**config.mk**
```make
export PLATFORM = sky130hd
export DESIGN_NAME = ex_mem_stage
export DESIGN_NICKNAME = d
export VERILOG_FILES = /design/src/rtl/ex_mem_stage.sv
export SDC_FILE = /design/constraint.sdc
export NUM_CORES = 1
export LEC_CHECK = 0
export ABC_CLOCK_PERIOD_IN_PS = 1700
export CAP_MARGIN = 20
export CORE_MARGIN = 5
export CORE_UTILIZATION = 39
export DETAILED_ROUTE_END_ITERATION = 12
export GPL_ROUTABILITY_DRIVEN = 0
export PLACE_DENSITY = 0.76
export SLEW_MARGIN = 20
export SYNTH_ARGS = -nofsm -noshare
export SYNTH_HDL_FRONTEND = slang
export SYNTH_SLANG_ARGS = --single-unit
export TNS_END_PERCENT = 30
```
**constraint.sdc**
```tcl
create_clock -name clk -period 1.7 [get_ports clk]
set_input_delay 0.34 -clock clk [delete_from_list [all_inputs] [get_ports clk]]
set_output_delay 0.34 -clock clk [all_outputs]
set_load 0.05 [all_outputs]
```
**src/rtl/ex_mem_stage.sv**
```systemverilog
// ex_mem_stage: two-entry in-order EX/MEM pipeline buffer with branch resolution and control checking
//   clk, reset            : single rising-edge clock, synchronous active-high reset
//   in_valid / in_ready   : execute-stage handshake (in_ready depends only on state)
//   aluResult, storeData, zeroFlag, rdAddr, regWrite, memRead, memWrite, branch : incoming instruction
//   flush                 : discard buffered and incoming instructions
//   out_valid / out_ready : memory-stage handshake; out_* show the oldest entry
//   branchTaken           : one-cycle pulse after accepting a taken branch
//   ctrlError             : sticky flag for memRead && memWrite on an enqueued instruction
module ex_mem_stage #(
    parameter int registerDataWidth = 16,
    parameter int regAddrWidth      = 4
) (
    input  logic                         clk,
    input  logic                         reset,
    input  logic                         in_valid,
    output logic                         in_ready,
    input  logic [registerDataWidth-1:0] aluResult,
    input  logic [registerDataWidth-1:0] storeData,
    input  logic                         zeroFlag,
    input  logic [regAddrWidth-1:0]      rdAddr,
    input  logic                         regWrite,
    input  logic                         memRead,
    input  logic                         memWrite,
    input  logic                         branch,
    input  logic                         flush,
    output logic                         out_valid,
    input  logic                         out_ready,
    output logic [registerDataWidth-1:0] out_aluResult,
    output logic [registerDataWidth-1:0] out_storeData,
    output logic [regAddrWidth-1:0]      out_rdAddr,
    output logic                         out_regWrite,
    output logic                         out_memRead,
    output logic                         out_memWrite,
    output logic                         branchTaken,
    output logic                         ctrlError
);
    localparam int EW = 2 * registerDataWidth + regAddrWidth + 3;
    localparam logic [1:0] EMPTY = 2'd0, ONE = 2'd1, FULL = 2'd2;

    logic [1:0]    state_q, state_d;
    logic [EW-1:0] head_q, head_d, tail_q, tail_d, in_entry;
    logic          bt_q, bt_d, err_q, err_d;
    logic          accept, push, pop;

    assign in_ready  = state_q != FULL;
    assign out_valid = state_q != EMPTY;
    assign {out_aluResult, out_storeData, out_rdAddr, out_regWrite, out_memRead, out_memWrite} = head_q;
    assign branchTaken = bt_q;
    assign ctrlError   = err_q;

    always_comb begin
        // accept covers branches too; only non-branch instructions are enqueued
        accept   = in_valid && in_ready && !flush;
        push     = accept && !branch;
        pop      = out_valid && out_ready;
        // a simultaneous read+write is demoted to a plain read
        in_entry = {aluResult, storeData, rdAddr, regWrite, memRead, memWrite && !memRead};
        state_d  = state_q;
        head_d   = head_q;
        tail_d   = tail_q;
        if (flush) begin
            state_d = EMPTY;
        end else begin
            case (state_q)
                EMPTY: if (push) begin
                    state_d = ONE;
                    head_d  = in_entry;
                end
                ONE: if (push && pop) begin
                    head_d = in_entry;
                end else if (push) begin
                    state_d = FULL;
                    tail_d  = in_entry;
                end else if (pop) begin
                    state_d = EMPTY;
                end
                FULL: if (pop) begin
                    state_d = ONE;
                    head_d  = tail_q;
                end
                default: state_d = EMPTY;
            endcase
        end
        bt_d  = accept && branch && zeroFlag;
        err_d = err_q || (push && memRead && memWrite);
    end

    always_ff @(posedge clk) begin
        if (reset) begin
            state_q <= EMPTY;
            head_q  <= '0;
            tail_q  <= '0;
            bt_q    <= 1'b0;
            err_q   <= 1'b0;
        end else begin
            state_q <= state_d;
            head_q  <= head_d;
            tail_q  <= tail_d;
            bt_q    <= bt_d;
            err_q   <= err_d;
        end
    end
endmodule

```
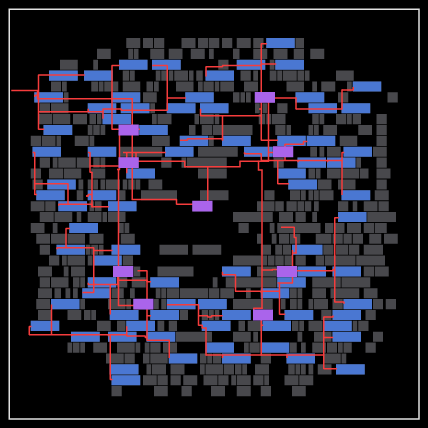
Fig. 1. Clock network drawn from the DEF (run 1).
Scale: 4 px per um.
legend:
  clock wires:
    colour: red
    length: 931 um
  clock-net drivers:
    colour: purple
    count: 9
  flip-flops:
    colour: blue
    count: 82
flops lie: all over the die

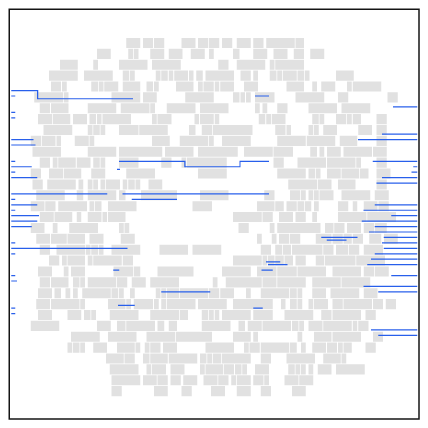
Fig. 2. The metal 3 layer (run 1).
Scale: 4 px per um. Cells faint in the background.
longest straight run: 36.3 um
wire length on this layer: 507 um

==> reports/results.ini, run 1 <==
[drt]
vias_per_cell=5.11
drc=0
antenna_left=0
firstDrtPassIters=5
drtIter0Drc=110
avgRoutedWirePerCell_um=16.0

[critical_path]
crit_required_ps=1960
start_kind=flip-flop
end_kind=flip-flop
regToRegStartpoint=state_q[1]

[die]
core_area_sq_mm=0.00826
fp-utilization_pct=40.0
dieArea_sq_mm=0.0104
ios=89

[yosys]
most_common_cell=dfxtp_1
synth_flop_count=82
yosysTopAreaCellShare_pct=49.6
yosysSeqAreaShare_pct=49.6
ff_type=dfxtp_1
netlist_area_sq_mm=0.00331
avgSynthCellArea_sq_um=8.94
ys_top_cells_by_area=dfxtp_1 50%, mux2i_1 12%, nand2_1 8.9%
syn_inst=370
synth_top_cell_by_area=dfxtp_1
synth_cell_types=25

[pwr]
vdd_ir_drop_max_v=0.000458

[finish]
fin_nets=521
regArea_sq_mm=0.00164
comb_area_sq_mm=0.00166
n_antenna_cell=0

[flow_run]
warnings=28

[sta]
slew_viol_final=0
finalSetupViolations=24
slew_headroom_pct=66.7
min_period_ps=1770
setup_ws_ps=-65.0
rsz0062_at_grt=yes

[place]
place_ws_ps=-541
io_buffers=88

[outcome]
outcome=complete, but fails checks
violations=negative setup slack

[grt]
grt_antenna_before_repair=0
grt_max_degree=26
grt_pass1_vias=3035

[clock_tree]
cts_max_path_buffers=2
htree_num_levels=3
cts_sinks=82
cts_root_buf=clkbuf_8

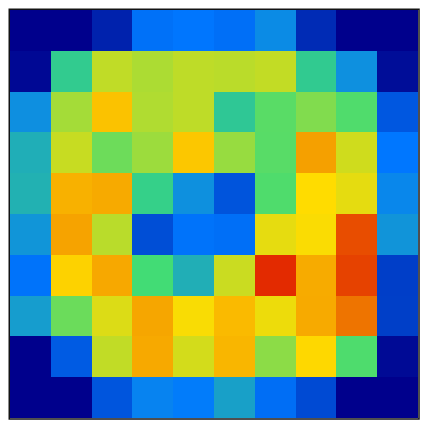
Fig. 3. Local utilization (run 1).
Scale: 4 px per um. 10 x 10 tiles, from dark blue (low) to red (high), 0 to 100% covered.
emptiest ninth of the die: north-east
fullest tile: 95%
mean over tiles: 47%
tiles over 75% full: 19%

-- run 1: registers in the layout, indices dropped and copies added (netlist names) --
signal	count
branchTaken	1
ctrlError	1
head_q	39
state_q	2
tail_q	39
-- run 1: cell usage in the layout (no fill, tap or decap), types with 8 or more instances in the layout --
cell / count
a211oi_1: 13
mux2i_1: 40
clkdlybuf4s50_1: 42
buf_12: 12
a211oi_2: 26
nand2_1: 78
clkbuf_8: 9
buf_4: 59
dfxtp_1: 81
a21oi_1: 40
nor2_2: 8
nor2_1: 33
-- run 1: power by group --
part           total (mW)  leakage, nW  switching [mW]  internal, mW
Combinational       0.852         1.34           0.484         0.368
Sequential           2.03        0.667          0.0412          1.99
Clock                1.50       0.0984           0.683         0.817
-- run 1: what timing repair did --
| action | CTS | global route |
|---|---|---|
| gates resized | 18 | 22 |
| buffers inserted | 5 | 1 |
| gates cloned | 5 | 4 |
| pin swaps | 32 | 11 |
| hold endpoints to repair | 0 | 0 |
| endpoints found under the setup margin | 50 | 40 |
-- run 1: final cells by class --
class	count	share of cell area (%)
inverters	2	0.151
multi-input cells	256	33.2
clock inverters	5	1.61
repair buffers	124	26.8
clock buffers	10	2.56
flip-flops and latches	82	33.0
well taps	105	2.64
-- run 1: per-stage QoR --
step                cell area [sq um]  hold slack [ps]  instances  setup TNS, ps  total power [mW]
CTS                              4800              432        580          -1610              4.37
global placement                 4330              440        555         -30800              2.77
floorplan                        3310              419        370              0              2.49
finish                           4980              456        584           -549              4.38
detailed placement               4330              445        555         -32520              2.78
global route                     4980              471        584          -3180              4.56
-- run 1: final timing paths --
path	end	slack [ps]	depth (start not counted)
worst max-delay path	head_q[0]	-70	7
worst max register to register	head_q[0]	-70	7
worst min register to register	tail_q[13]	460	2
worst min-delay path	tail_q[13]	460	2
-- run 1: critical path, cell delays in order (launching register included) --
cell and delay [ps]:
dfxtp_2 330, or4b_4 550, a31oi_4 170, buf_12 140, buf_12 120, clkbuf_16 150
nor2_1 40, a211oi_1 170
-- run 1: layer usage --
metal | global-route usage, % | vias to the layer above | share of wire [%]
met5 | 0 | - | 0
met4 | 5.85 | 0 | 0.76
met3 | 4.03 | 6 | 5.4
met2 | 29.8 | 73 | 48
met1 | 22.5 | 1429 | 46
li1 | - | 1479 | -
-- run 1: cells by family after synthesis --
group / synth area share (%)
buffers and inverters: 4.35
AND/OR/NAND/NOR: 16.6
multiplexers: 12.1
flip-flops: 49.6
AND-OR/OR-AND: 17.3
==> run 2, diff against run 1 <==
--- a/config.mk
+++ b/config.mk
@@ -12,7 +12,7 @@
 export DETAILED_ROUTE_END_ITERATION = 12
 export GPL_ROUTABILITY_DRIVEN = 0
 export PLACE_DENSITY = 0.76
-export SLEW_MARGIN = 20
+export SLEW_MARGIN = 15
 export SYNTH_ARGS = -nofsm -noshare
 export SYNTH_HDL_FRONTEND = slang
 export SYNTH_SLANG_ARGS = --single-unit
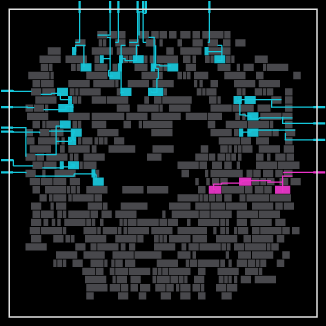
Fig. 4. Wires at chosen ports, followed through buffers (run 2).
Scale: 3 px per um.
legend:
  storeData:
    colour: cyan
    bits: 16
    direction: input
    edge: 7 north, 6 west, 3 east
    end_cells: 32
    buffers: 16
    wire: 439 um
  branch:
    colour: magenta
    bits: 1
    direction: input
    edge: east
    end_cells: 4
    buffers: 2
    wire: 46.6 um

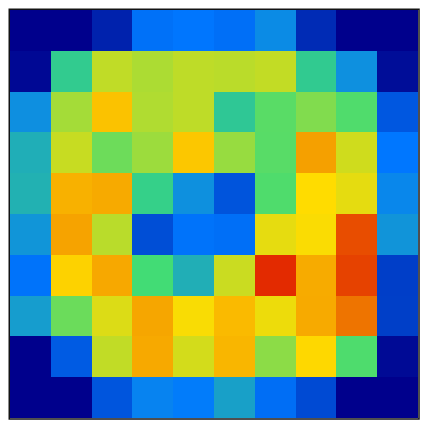
Fig. 5. Local utilization (run 2).
Scale: 4 px per um. 10 x 10 tiles, from dark blue (low) to red (high), 0 to 100% covered.
mean over tiles: 47%
emptiest ninth of the die: north-east
tiles over 75% full: 19%
nearly empty tiles: 11%
fullest tile: 95%

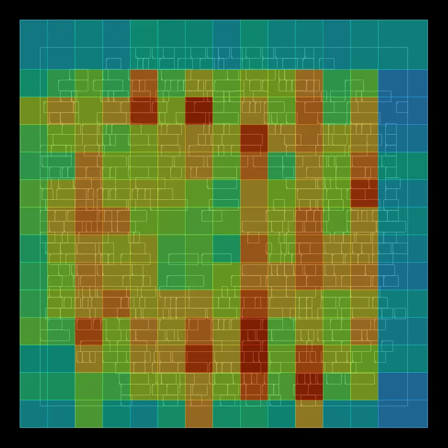
Fig. 6. Routing congestion map (run 2).
All-Layer GR Usage: 17.7%
Most Used Layer, Global Route: met2

==> run 2 against run 1 <==
Die size stayed put. Critical path depth unchanged. Critical path type unchanged. Final area is the same. The flow still finishes with violations (negative setup slack).
==> reports/results.ini, run 2 <==
[outcome]
outcome=complete, but fails checks
violations=negative setup slack

[yosys]
netlist_area_sq_mm=0.00331  ; unchanged
synth_top_cell_by_area=dfxtp_1
yosysTopAreaCellShare_pct=49.6  ; unchanged
ff_type=dfxtp_1
ys_top_cells_by_area=dfxtp_1 50%, mux2i_1 12%, nand2_1 8.9%
syn_inst=370  ; unchanged
synth_cell_types=25  ; unchanged

[critical_path]
crit_top_cell=buf_12
path_cells=or4b_4, a31oi_4, buf_12, buf_12, clkbuf_16, nor2_1, a211oi_1
crit_required_ps=1960  ; about the same
slowest_stage=or4b_4

[finish]
reg_top3=head_q x39, tail_q x39, state_q x2
n_antenna_cell=0  ; unchanged
lay_top_count=dfxtp_1

[die]
dieArea_sq_mm=0.0104  ; unchanged
ios=89  ; unchanged

[pwr]
vdd_ir_drop_max_v=0.000458  ; unchanged

[sta]
finalSetupViolations=24  ; unchanged
slew_headroom_pct=66.7  ; unchanged
hold_ws_ps=456  ; unchanged
setup_ws_ps=-65.0  ; unchanged

[clock_tree]
cts_root_buf=clkbuf_8
cts_max_path_buffers=2  ; unchanged

[place]
dp.cells=555  ; unchanged

[grt]
grt_pass1_vias=3035  ; unchanged

[drt]
antenna_left=0  ; unchanged
firstDrtPassIters=5  ; unchanged

==> run 2: cell counts after synthesis <==
No cell type changed its count.
==> run 2: tightest hold or removal path, stage by stage (launching register included) <==
cell and delay, ps:
dfxtp_1 310, nand2_1 50, a21oi_1 50
==> run 2: routing by layer <==
layer | global-route usage [%] | vias up | share of wire [%]
met3 | 4.03 | 6 | 5.4
li1 | - | 1479 | -
met1 | 22.5 | 1429 | 46
met5 | 0 | - | 0
met2 | 29.8 | 73 | 48
met4 | 5.85 | 0 | 0.76
==> run 2: worst max path at each step <==
stage	end	cells past startpoint	slack [ps]	start
3_3_place_gp	head_q[1]	6	-500	in_valid
4_1_cts	head_q[20]	8	-80	state_q[1]
2_1_floorplan	head_q[17]	5	10	state_q[1]
3_5_place_dp	head_q[0]	6	-540	in_valid
5_1_grt	head_q[19]	7	-110	state_q[1]
6_report	head_q[0]	7	-70	state_q[1]
==> run 2: cell type report <==
type                       instances  area, sq um  share of cell area (%)
timing repair buffer             124         1340                    26.8
tap                              105          131                    2.64
clock inverter                     5         80.1                    1.61
clock buffer                      10          128                    2.56
sequential                        82         1640                    33.0
multi-input combinational        256         1660                    33.2
inverter                           2         7.51                   0.151
==> run 2: cells by family after synthesis <==
kind of cell,count (synthesis),synth area share (%)
AND-OR/OR-AND,82,17.3
buffers and inverters,32,4.35
flip-flops,82,49.6
multiplexers,40,12.1
AND/OR/NAND/NOR,134,16.6
==> run 2: repair_timing <==
item,4_1_cts,5_1_grt
cloned,5,4
setup buffers,5,1
pin swaps,32,11
endpoints found under the setup margin,50,40
gates resized,18,22
==> run 2: where the power goes <==
part           switching [mW]  total (mW)  internal (mW)
registers              0.0412        2.03           1.99
clock network           0.683        1.50          0.817
logic                   0.484       0.852          0.368
total                    1.21        4.38           3.17
==> run 2: stage by stage <==
stage                     util (%)  setup WS (ps)
after floorplan                  -           12.8
after global placement        52.4           -495
after detailed placement      52.4           -541
after CTS                     58.1          -83.3
after global routing          60.3           -114
final                         60.3          -65.0
Fig. 7: run 2, clock network drawn from the DEF
Scale: 4 px per um.
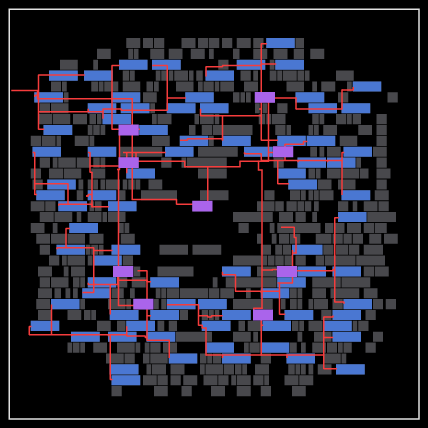

==> run 3, diff against run 2 <==
--- a/config.mk
+++ b/config.mk
@@ -5,9 +5,10 @@
 export SDC_FILE = /design/constraint.sdc
 export NUM_CORES = 1
 export LEC_CHECK = 0
+export ABC_AREA = 0
 export ABC_CLOCK_PERIOD_IN_PS = 1700
 export CAP_MARGIN = 20
-export CORE_MARGIN = 5
+export CORE_MARGIN = 2
 export CORE_UTILIZATION = 39
 export DETAILED_ROUTE_END_ITERATION = 12
 export GPL_ROUTABILITY_DRIVEN = 0
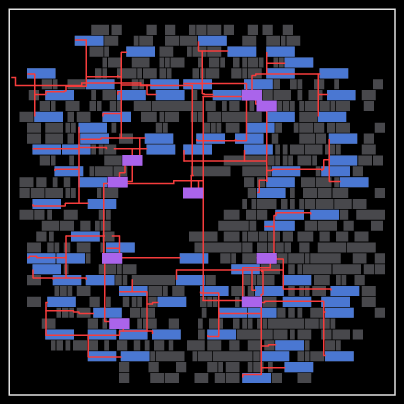
Fig. 8. Clock network drawn from the DEF (run 3).
Scale: 4 px per um.
legend:
  flip-flops:
    colour: blue
    count: 82
  clock wires:
    colour: red
    length: 983 um
  clock-net drivers:
    colour: purple
    count: 9
routed clock nets: 10

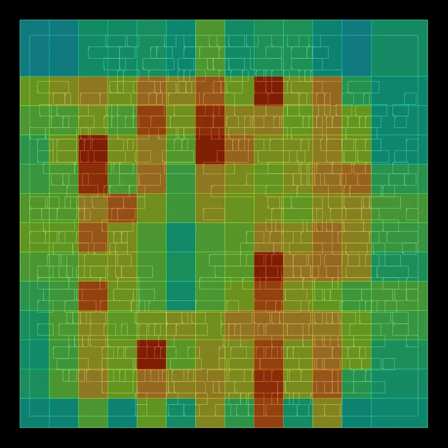
Fig. 9. Routing congestion map (run 3).
GR Util met3: 3.99%
Post-Route Utilization: 60.1%

==> run 3 against run 2 <==
The run still ends with negative setup slack left. Global-route usage is 1.8 points higher. Sequential power barely moved. Clock skew shrank 0.82 ps. Worst hold slack worse by 100 ps. Die size is 11% lower. Setup slack gained 18 ps. First-iteration DRC count down 12%. Flip-flop count unchanged. Synthesized area is the same. Via count increased by 1.0%. Non-clock buffer count stayed put. Clock-buffer cell count rose by 1. Critical path type unchanged.
==> reports/results.ini, run 3 <==
[outcome]
outcome=complete, but fails checks
violations=negative setup slack

[sta]
finalSetupViolations=7  ; -71%
setup_ws_ps=-46.8  ; +18.2 ps

[die]
ios=89  ; unchanged

[yosys]
ys_top_cells_by_area=dfxtp_1 50%, mux2i_1 12%, nand2_1 8.9%
synth_cell_types=25  ; unchanged
fa_ha_area_share_pct=0  ; unchanged
synth_top_cell_by_area=dfxtp_1
netlist_area_sq_mm=0.00331  ; unchanged
xor_area_share_pct=0  ; unchanged
syn_inst=370  ; unchanged
yosys.area_share.simple_pct=16.6  ; unchanged

[critical_path]
cp-startpoint=state_q[1]
crit_required_ps=1960  ; about the same

[grt]
grt_pass1_vias=2899  ; -4.5%
grtUsageTotal_pct=19.5  ; +1.8 points

[drt]
antenna_left=0  ; unchanged

[clock_tree]
cts_max_path_buffers=2  ; unchanged
cts_root_buf=clkbuf_8

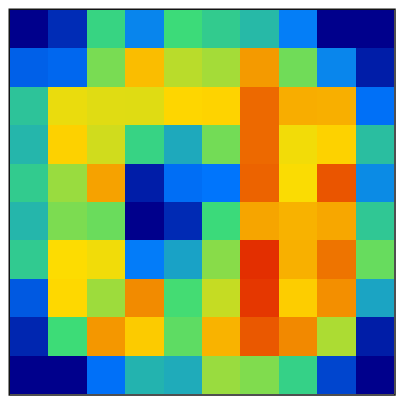
Fig. 10. Local utilization (run 3).
Scale: 4 px per um. 10 x 10 tiles, from dark blue (low) to red (high), 0 to 100% covered.
densest ninth of the die: east
mean over tiles: 52%
tiles over 75% full: 29%
nearly empty tiles: 7.0%
fullest tile: 95%

run 3: how the worst max path moves through the flow:
stage                 end  slack, ps  depth (start not counted)
2_1_floorplan  head_q[17]         10                          5
3_3_place_gp    head_q[5]       -480                          6
3_5_place_dp   head_q[16]       -550                          6
4_1_cts        head_q[29]        -30                          6
5_1_grt        head_q[27]       -110                          6
6_report       head_q[27]        -50                          6
run 3: layer usage:
layer	share of wire (%)	GRT usage [%]	wire length, um
met1	45	25.0	4140
met2	48	32.8	4390
met3	5.3	3.99	487
met4	1.0	6.55	91
met5	0	0	0
run 3: stage by stage:
stage | cell area (sq um) | std cells | util (%) | hold slack, ps
floorplan | 3310 | 370 | - | 419
global placement | 4330 | 556 | 52.7 | 441
detailed placement | 4330 | 556 | 52.7 | 446
CTS | 4820 | 581 | 58.6 | 376
global route | 4940 | 585 | 60.1 | 336
finish | 4940 | 585 | 60.1 | 351
run 3: final cells by class:
cell class | count | area (sq um) | share of cell area (%)
clock buffers | 11 | 151 | 3.07
clock inverters | 5 | 86.3 | 1.75
inverters | 2 | 7.51 | 0.152
multi-input cells | 256 | 1610 | 32.5
flip-flops and latches | 82 | 1640 | 33.3
well taps | 105 | 131 | 2.66
repair buffers | 124 | 1310 | 26.6
run 3: cells by family after synthesis:
kind of cell / Yosys count
AND-OR/OR-AND: 82
flip-flops: 82
AND/OR/NAND/NOR: 134
multiplexers: 40
buffers and inverters: 32
run 3: timing repair:
item,CTS,global route
setup buffers,4,1
pin swaps,9,26
endpoints found under the setup margin,79,67
resized,17,17
gates cloned,5,3
run 3: power by group:
part / internal, mW / total, mW / switching, mW
Clock: 0.915 / 1.63 / 0.715
Combinational: 0.348 / 0.817 / 0.469
Sequential: 1.99 / 2.02 / 0.0375
Total: 3.25 / 4.47 / 1.22
Power figures rest on the tool's default switching activity, not on a simulated workload.
